[config.mk]
export PLATFORM = sky130hd
export DESIGN_NAME = fe_frame_tx
export DESIGN_NICKNAME = d
export VERILOG_FILES = /design/src/rtl/fe_frame_tx_pkg.sv /design/src/rtl/fe_frame_tx.sv
export SDC_FILE = /design/constraint.sdc
export NUM_CORES = 1
export LEC_CHECK = 0
export CAP_MARGIN = 20
export CELL_PAD_IN_SITES_DETAIL_PLACEMENT = 0
export CELL_PAD_IN_SITES_GLOBAL_PLACEMENT = 1
export CORE_UTILIZATION = 24
export DETAILED_ROUTE_END_ITERATION = 12
export PLACE_DENSITY_LB_ADDON = 0.05
export SETUP_SLACK_MARGIN = 0.5
export SYNTH_ARGS = -nofsm -noshare
export SYNTH_HDL_FRONTEND = slang
export SYNTH_SLANG_ARGS = --single-unit
[constraint.sdc]
create_clock -name clk -period 5.4 [get_ports clk]
set_input_delay 1.08 -clock clk [delete_from_list [all_inputs] [get_ports clk]]
set_output_delay 1.08 -clock clk [all_outputs]
set_load 0.03 [all_outputs]
[src/rtl/fe_frame_tx_pkg.sv]
// Shared types and widths for the frame transmitter.
// Header is cmd, len MSB, len LSB; payload follows.
package fe_frame_tx_pkg;

  localparam int BYTE_W  = 8;
  localparam int LEN_W   = 16;
  localparam int HDR_LEN = 3;

  typedef enum logic [2:0] {
    S_IDLE,
    S_HDR_CMD,
    S_HDR_LH,
    S_HDR_LL,
    S_RD_REQ,
    S_RD_WAIT,
    S_DATA,
    S_FIN
  } state_e;

endpackage

[src/rtl/fe_frame_tx.sv]
// Frame transmitter: sends cmd, 16-bit len (MSB first), then payload
// pulled one byte at a time from an external FIFO into a UART.
module fe_frame_tx
  import fe_frame_tx_pkg::*;
#(
  parameter logic [LEN_W-1:0] TIMEOUT = 16'd65535
) (
  input  logic              clk,
  input  logic              rst,
  input  logic              start,
  input  logic [BYTE_W-1:0] cmd_in,
  input  logic [LEN_W-1:0]  len_in,
  input  logic              fifo_empty,
  input  logic [BYTE_W-1:0] fifo_rdata,
  output logic              fifo_rd,
  output logic [BYTE_W-1:0] tx_data,
  output logic              tx_valid,
  input  logic              tx_ready,
  output logic              busy,
  output logic              done,
  output logic              err
);

  state_e             state_q, state_d;
  logic [BYTE_W-1:0]  cmd_q, cmd_d;
  logic [LEN_W-1:0]   len_q, len_d;
  logic [LEN_W-1:0]   rem_q, rem_d;
  logic [LEN_W-1:0]   tmo_q, tmo_d;
  logic [BYTE_W-1:0]  data_q, data_d;
  logic               err_q, err_d;

  always_ff @(posedge clk or posedge rst) begin
    if (rst) begin
      state_q <= S_IDLE;
      cmd_q   <= '0;
      len_q   <= '0;
      rem_q   <= '0;
      tmo_q   <= '0;
      data_q  <= '0;
      err_q   <= 1'b0;
    end else begin
      state_q <= state_d;
      cmd_q   <= cmd_d;
      len_q   <= len_d;
      rem_q   <= rem_d;
      tmo_q   <= tmo_d;
      data_q  <= data_d;
      err_q   <= err_d;
    end
  end

  always_comb begin
    state_d  = state_q;
    cmd_d    = cmd_q;
    len_d    = len_q;
    rem_d    = rem_q;
    tmo_d    = tmo_q;
    data_d   = data_q;
    err_d    = err_q;
    fifo_rd  = 1'b0;
    tx_valid = 1'b0;
    tx_data  = '0;
    done     = 1'b0;
    unique case (state_q)
      S_IDLE: begin
        if (start) begin
          cmd_d   = cmd_in;
          len_d   = len_in;
          rem_d   = len_in;
          tmo_d   = '0;
          err_d   = 1'b0;
          state_d = S_HDR_CMD;
        end
      end
      S_HDR_CMD: begin
        tx_valid = 1'b1;
        tx_data  = cmd_q;
        if (tx_ready) state_d = S_HDR_LH;
      end
      S_HDR_LH: begin
        tx_valid = 1'b1;
        tx_data  = len_q[LEN_W-1:BYTE_W];
        if (tx_ready) state_d = S_HDR_LL;
      end
      S_HDR_LL: begin
        tx_valid = 1'b1;
        tx_data  = len_q[BYTE_W-1:0];
        if (tx_ready) begin
          state_d = (len_q == '0) ? S_FIN : S_RD_REQ;
        end
      end
      S_RD_REQ: begin
        if (!fifo_empty) begin
          fifo_rd = 1'b1;
          tmo_d   = '0;
          state_d = S_RD_WAIT;
        end else begin
          // abort once the wait has lasted TIMEOUT cycles
          tmo_d = tmo_q + 1'b1;
          if (tmo_d == TIMEOUT) begin
            err_d   = 1'b1;
            state_d = S_FIN;
          end
        end
      end
      S_RD_WAIT: begin
        data_d  = fifo_rdata;
        state_d = S_DATA;
      end
      S_DATA: begin
        tx_valid = 1'b1;
        tx_data  = data_q;
        if (tx_ready) begin
          rem_d   = rem_q - 1'b1;
          state_d = (rem_q == 16'd1) ? S_FIN : S_RD_REQ;
        end
      end
      S_FIN: begin
        done    = 1'b1;
        state_d = S_IDLE;
      end
      default: state_d = S_IDLE;
    endcase
  end

  assign busy = (state_q != S_IDLE);
  assign err  = err_q;

endmodule

### I/O pins on the die edge

Drawn at 4 px/um. Pins as bars across the die edge, other pins in gray.
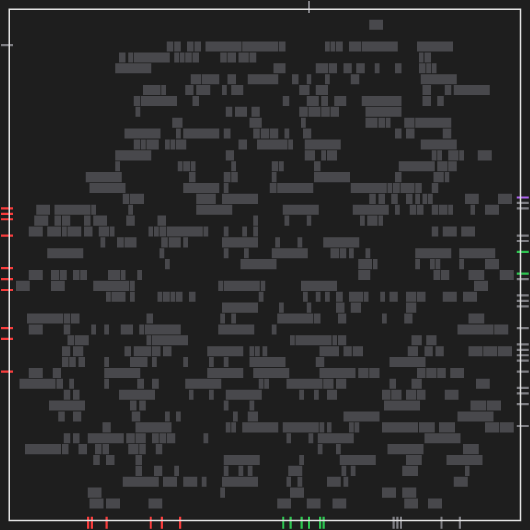
- green: cmd_in (pins 8; direction input; edge 6 bottom, 2 right)
- purple: start (pins 1; direction input; edge right)
- red: len_in (pins 16; direction input; edge 10 left, 6 bottom)
- all pins by edge: 21 right, 17 bottom, 11 left, 1 top

### Signal wires on met2

Drawn at 4 px/um.
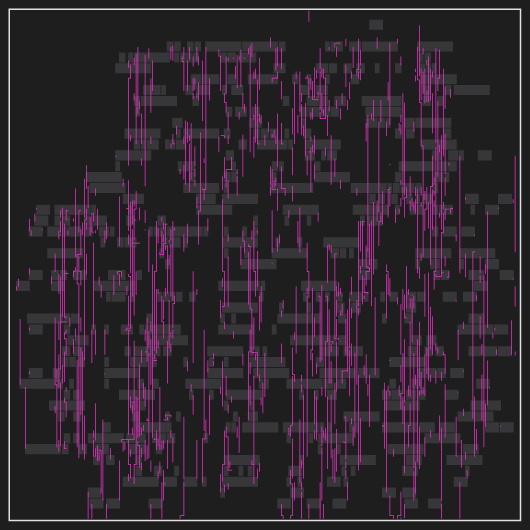
- main direction: vertical
- wire length on this layer: 4,930 um
- longest straight run: 43.5 um
- share of all routed wire: 42%

==> impl.org <==
* Implementation run

** Run status
- Result of the run :: complete, no violations

** Power and ir drop
- In this run the static leakage power is 1.96 nW.
- Peak ir drop on the vdd network :: approximately 0.00016 V

** Synthesis
- Per the synthesis report, the XOR/XNOR share of the synthesized area is 0.00464.
- Counting flops with a built-in enable in the synthesized netlist gives 0.
- Dominant register cell :: sky130_fd_sc_hd__dfrtp_1
- During synthesis, Yosys emitted a total of 0 warnings.
- Yosys cell types :: ~50
- Main logic family after synthesis :: simple AND/OR/NAND/NOR gates
- Per Yosys stat, the portion of area used by sequential elements is 0.450.
- Of the post-synthesis cell area, the dominant cell type holds 0.450.
- By count the netlist is led by sky130_fd_sc_hd__nand2_1 (108), sky130_fd_sc_hd__dfrtp_1 (68), sky130_fd_sc_hd__nor2_1 (25), sky130_fd_sc_hd__o21ai_1 (24), sky130_fd_sc_hd__a21oi_1 (23).
- Syn Inst Count :: 448
- Yosys reported that registers with async set or reset make up 1.00.
- Top post-synthesis cells by area :: sky130_fd_sc_hd__dfrtp_1 (45%), sky130_fd_sc_hd__nand2_1 (11%), sky130_fd_sc_hd__o22ai_1 (3.3%), sky130_fd_sc_hd__o21ai_1 (3.2%), sky130_fd_sc_hd__a21oi_1 (3.0%)
- In this run, the synthesized area fraction spent on adder and majority cells is recorded as 0.0132.

** STA
- Setup TNS :: 0 ns
- Final-report setup violation count :: 0
- The final max-slew violation count recorded for this run is 0.
- Unrepaired setup endpoints after global routing :: false

** Floorplanning
- The die covers 16,200 sq um.
- IO Pins :: 50
- Initial core utilization :: 0.248
- CORE AREA :: 15,300 sq um
- Die Y :: 127 um

** Place
- The HPWL after detailed placement is 8390 um.
- At the end of routability-driven placement, the weighted congestion stood at 0.758.
- Placed Area :: 4470 sq um

** Setup path
- According to the timing report, the data required time at the worst endpoint equals 4.32 ns.
- The slowest stage of the critical path is the sky130_fd_sc_hd__dfrtp_1 cell.
- Register-to-register setup slack :: 2.33 ns
- Cell-by-cell trace of the critical path :: nor2b_1 > a22oi_1 > o22ai_1 > clkdlybuf4s50_1
- Crit-path max FO :: 29

** Global route
- Entering global routing, the biggest net connects 48 pins.
- Combined global-route utilization of all metal layers :: 0.157
- Number of global-route vias before repair :: 3,340

** Clock tree
- Postcts setup bufs :: 0
- The registers of the reported paths see a clock transition of 0.06 ns.
- TritonCTS built the clock tree.
- # H-tree levels :: 3
- Post-cts hold buffer count :: 0

** Finish
- Of the cells placed in the final design, the portion with a size suffix greater than 1 is 0.0672.
- The flow measured a signed area growth from synthesis to layout of 25.4%.
- Number of nets in the layout :: 528
- Once layout is complete, the utilization of the core stands at 0.311.
### Track usage over the die

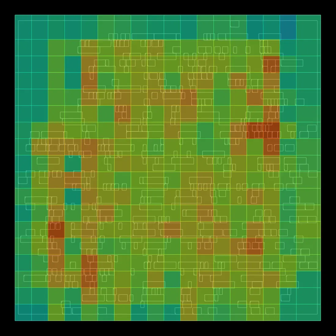
drt wl/cell: 16.9 um
Top Usage Layer GRT: met1

### M3 wires

Drawn at 4 px/um.
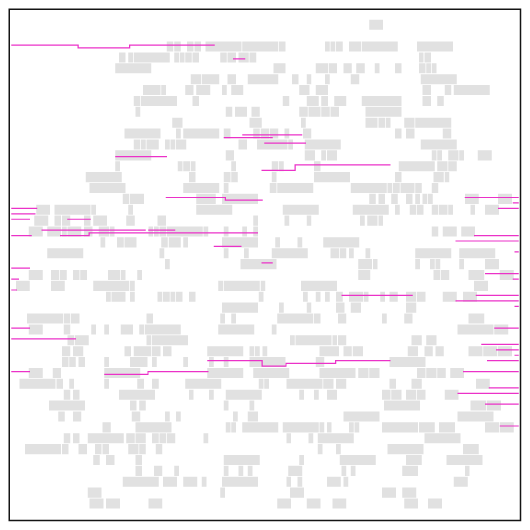
- main direction: horizontal
- nets with wire on the layer: 42
- wire length on this layer: 564 um
- share of all routed wire: 4.8%

## final cells by class
class	count	area, sq um
flip-flops and latches	68	1700
inverters	9	33.8
well taps	211	264
clock buffers	13	260
multi-input cells	346	1950
clock inverters	2	10.0
fillers	1648	10500
repair buffers	53	520
## logic make-up (layout without fill, tap and decap cells)
family,count (synthesis),after routing
and+or+nand+nor,209,209
adders and majority gates,4,4
DFF,68,68
xor gates and xnor gates,2,2
buffers and inverters,34,77
AOI/OAI and AO/OA,117,117
muxes,14,14
## cells in the final DEF, fill, tap and decap left out, types with 6 or more instances in the layout
master	instances
sky130_fd_sc_hd__o22ai_1	20
sky130_fd_sc_hd__nand3_1	22
sky130_fd_sc_hd__nor4_1	7
sky130_fd_sc_hd__o21ai_0	14
sky130_fd_sc_hd__nor3_1	6
sky130_fd_sc_hd__inv_1	6
sky130_fd_sc_hd__clkbuf_16	9
sky130_fd_sc_hd__nand2_1	108
sky130_fd_sc_hd__dfrtp_1	68
sky130_fd_sc_hd__clkdlybuf4s50_1	49
sky130_fd_sc_hd__mux2_2	8
sky130_fd_sc_hd__a21oi_1	23
sky130_fd_sc_hd__o21ai_1	24
sky130_fd_sc_hd__nand4_1	6
sky130_fd_sc_hd__mux2i_1	6
sky130_fd_sc_hd__nor2_1	24
sky130_fd_sc_hd__a22oi_1	14
## worst paths after layout
path                            startpoint          to  cells after the start
worst max register to register  state_q[1]   rem_q[14]                      6
worst max-delay path            state_q[2]  tx_data[3]                      4
max in group asynchronous              rst    rem_q[3]                      3
worst min-delay path              cmd_q[3]    cmd_q[3]                      2
worst min register to register    cmd_q[3]    cmd_q[3]                      2
min in group asynchronous              rst   data_q[2]                      2
## sequential cells by signal, indices dropped and copies added, names as in the netlist
register,count
len_q,16
data_q,8
tmo_q,16
state_q,3
err,1
cmd_q,8
rem_q,16
## per-stage QoR
stage,power [mW],hold slack [ns],cells
after floorplan,1.55,0.445,448
after global placement,1.91,0.476,687
after detailed placement,1.91,0.465,687
after CTS,2.48,0.479,702
after global routing,2.64,0.499,702
final,2.44,0.474,702
## worst register-to-register path: stages (launching register included)
cell and delay [ns]:
sky130_fd_sc_hd__dfrtp_1 0.60, sky130_fd_sc_hd__nor2b_1 0.61, sky130_fd_sc_hd__and2_1 0.68, sky130_fd_sc_hd__nand2_1 0.26
sky130_fd_sc_hd__nand2_1 0.51, sky130_fd_sc_hd__o22ai_1 0.19, sky130_fd_sc_hd__a21oi_1 0.15
## power breakdown
group	total (mW)	internal [mW]	switching (mW)	leakage, nW
logic	0.946	0.390	0.556	0.981
clock network	0.550	0.332	0.218	0.135
registers	0.947	0.704	0.244	0.848
## layer usage
metal  global-route usage  up-vias  part of all wire
met1                0.231     1647              0.53
met4               0.0357        0            0.0091
met2                0.227       61              0.42
li1                     -     1689                 -
met5                    0        -                 0
met3               0.0402        8             0.048
Power and IR drop assume default switching activity.
